**Sequential cells coloured by netlist name**

Bar = 100 microns. Other sequential cells in the stronger grey, the rest of the logic in the fainter grey.
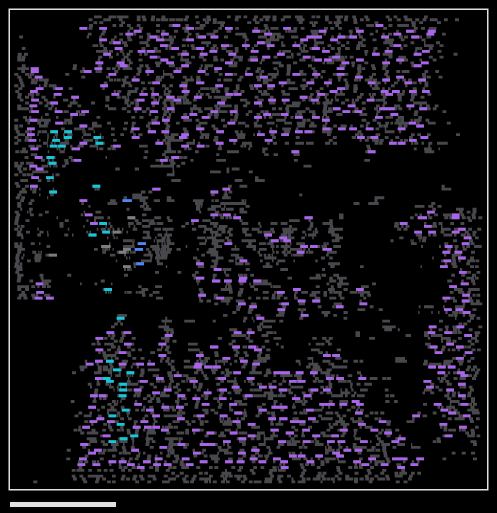
**Clock nets**

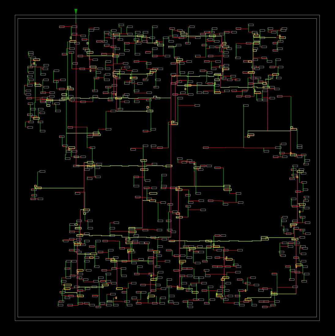
**Clock wires, drivers and flops**

Bar = 100 microns.
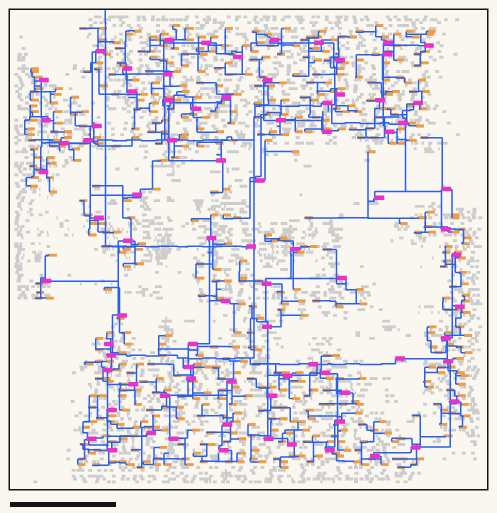
**A small window of the routed layout**

Region (324, 98) to (354, 128) microns. Cells in grey, sequential cells in the stronger grey; small squares are vias.
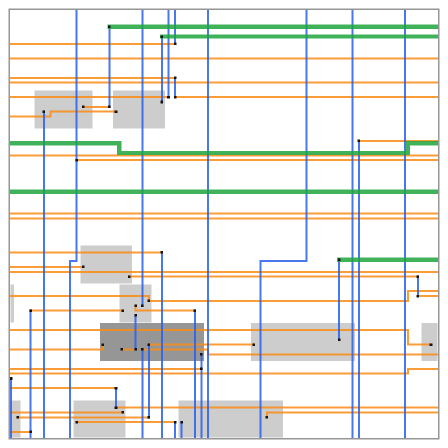
Design conv1d_reg_slave, sky130hd; sources not shown.
==> flow_summary_export.csv <==
group,metric,value,unit
worst_setup_path,crit_buf_inv,6,
clocking,ctsHoldBuffers,43,
yosys,yosys_area,26400,sq um
floorplan,core_area,197000,sq um
grt,grt_first_pass_wirelength,341000,microns
yosys,yosysUniqueCellTypes,36,
hold_path,whs_path_depth,3,
yosys,yosysWarnings,0,
power_and_ir_drop,power_frac_comb,25.7,%
outcome,violations,"negative setup slack",
grt,antenna_found_initial,99,
yosys,top_logic_kind,"multiplexers",
placed_design,numPortBuffers,1129,
yosys,edf_count,0,
sta,fin_setup_tns,-682.92,ns
yosys,area_leaders,"dfxtp_1 (42%), mux2i_1 (24%), o22ai_1 (11%), mux4_2 (5.5%), buf_2 (2.6%)",
clocking,clk_path_buf_depth,3,
yosys,syn_inst,2459,
power_and_ir_drop,swShare,35.1,%
final_layout,nNonClkInverters,1,
final_layout,comb_area,15000,sq um
flow_run,maxCapViolCount,0,
routing,route.vias.total,29200,
worst_setup_path,crit_family,"buffers and inverters",
yosys,top_cells_by_count,"mux2i_1 (640), dfxtp_1 (555), o22ai_1 (459), nand2_1 (153), buf_2 (139)",
sta,whs,0.0746,ns
floorplan,die_w,452,microns
clocking,path_clk_slew,0.06,ns
grt,grt_util_met2,44.8,%
worst_setup_path,worstPathCellList,"buf_12 > buf_12 > buf_16 > nor2_4 > buf_12 > clkbuf_16 > a22oi_2 > nand3_1 > nand2_2 > buf_12",
sta,hold_viol,0,
clocking,ctsResizeCount,651,
power_and_ir_drop,finalPower,47.6,mW
power_and_ir_drop,power.leakage,17.5,nW
yosys,synth_top_cell_by_count,"mux2i_1",
final_layout,comb_area_share,31.5,%
sta,fin_crit,2.93,ns
sta,drv_slew,0,
floorplan,fp.dieH,454,microns
power_and_ir_drop,power_density,996,nW/um^2
yosys,synth_area,26400,sq um
worst_setup_path,worst_path_most_repeated_cell,"buf_12",
final_layout,signal_buffers,1508,
routing,drc,0,
power_and_ir_drop,power_frac_seq,33.1,%
hold_path,holdCritPathClass,"input port to flop",
worst_setup_path,cp-start-kind,"flop",
worst_setup_path,reg2reg_setup_slack,-1.02,ns
yosys,yosys-stat-cells,2459,
final_layout,logic_gate_count,1649,
final_layout,nNetsFinal,4397,
clocking,post_cts_buffers,41,
sta,timing.final.crit_share,183,%
yosys,yosysTopAreaCell,"dfxtp_1",
routing,wirelength,279000,microns
grt,grt_usage,25.8,%
floorplan,rows,163,
final_layout,final_layout_top_logic_cell,"clkdlybuf4s50_1",
routing,drtPass1Iterations,6,
grt,grt-busiest-layer,"met2",
final_layout,drive_gt1_share,22.0,%
sta,slew_headroom,14.4,%
power_and_ir_drop,internal_power,30.9,mW
worst_setup_path,max_stage_delay,0.48,ns
final_layout,fin_cells,6547,
final_layout,dominant-cell-class,"non-clock buffers",
grt,grt_pass1_vias,29000,
sta,max_freq,341,MHz
yosys,synth_top_flop_cell,"dfxtp_1",
placed_design,gp_congestion,0.908,
routing,viasPerCell,4.46,
placed_design,dp_hpwl,233000,microns
yosys,xor_share,0,%
worst_setup_path,cp.depth,10,
yosys,top_area_share,42.1,%
routing,highest_layer,"met5",
grt,grt_start_max_net_pins,13,
worst_setup_path,path_class,"flop to output pin",
yosys,ys_sh_adder,0,%
final_layout,fin_area,47700,sq um
final_layout,seq_cell_count,555,
grt,grt-ovfl-total,0,
power_and_ir_drop,comb_power,12.2,mW
yosys,fp_nets,3059,
flow_run,log.warning_count,29,
floorplan,die_area,205000,sq um
yosys,simple_gate_area_share,4.00,%
placed_design,dp_worst_setup_slack,-2.68,ns
power_and_ir_drop,power_leader,"the clock network",
routing,first_iter_violations,2259,
worst_setup_path,r2r_cells,15,
floorplan,nWellTaps,2640,
floorplan,floorplan.core_util,13.4,%
yosys,mux_area_share,29.7,%
routing,wl_met3,19100,microns
sta,max_slew.worst_pin.slew,1.28,ns
yosys,ys_seq_share,42.1,%
placed_design,place_area,41300,sq um
final_layout,bufAreaShareNonClock,32.1,%
final_layout,clk_share,5.87,%
grt,grt_use_met3,7.18,%
clocking,root_buffer,"clkbuf_16",
outcome,status,"complete, but fails checks",
worst_setup_path,cp.arrival,2.77,ns
yosys,synth-async-reset-ratio,0,%
floorplan,ios,1146,
grt,met1_usage,30.4,%
final_layout,nFillCells,21300,
final_layout,diodes,40,
worst_setup_path,crit_slowest_cell,"a22oi_2",
worst_setup_path,crit_fanout,8,
routing,dr_wl_met2,138000,microns
sta,fin_ws,-1.33,ns
yosys,synth_flops,555,
sta,finalSetupViolations,1051,
clocking,htree_levels,3,
sta,rsz0062_at_grt,"yes",
routing,m1WireLength,111000,microns
worst_setup_path,worstPathRequired,1.44,ns
yosys,synth_area_per_cell,10.7,sq um
routing,routedWlPerCell,42.6,microns
final_layout,lay_top_cells,"clkdlybuf4s50_1 (1044), mux2i_1 (627), dfxtp_1 (517)",
placed_design,placedCellCount,6241,
worst_setup_path,cp-end-kind,"output pin",
routing,ant_nets,0,
power_and_ir_drop,max-vdd-ir-drop,0.731,mV
power_and_ir_drop,power_switching,16.7,mW
-- 'sequential cells coloured by netlist name' (at the start) --
[g_reg.q] purple | flops: 512 | where: widely spread
[wdata_q] cyan | flops: 32
[idx_q] blue | flops: 4 | where: middle left
not coloured: 7
Post-Route Utilization: 24.3%
Seq. pwr: 15.7 mW
sequential share of cell area: 23.4%
Register Area: 11200 sq um

-- 'clock nets' (at the start) --
CTS Sinks: 555
clock skew: 0.0242 ns
clock buffers: 123
Num CTS Buffers: 82
clk pwr: 19.6 mW

-- 'clock wires, drivers and flops' (at the start) --
[clock wires] blue | length: 12300 microns
[flip-flops] orange | count: 555
[cells driving clock nets] magenta | count: 82
routed clock nets: 83
flops lie: widely spread
Clock power frac: 41.3%
clk_lat worst skew: 0.73 ns

-- 'a small window of the routed layout' (at the start) --
[met3] green
[met1] orange
[met2] blue
cells with their middle in the window: 8
sequential cells in the window: 1
most frequent: clkdlybuf4s50_1 (3), buf_12 (2)

Power is estimated from default activity; no workload was simulated.
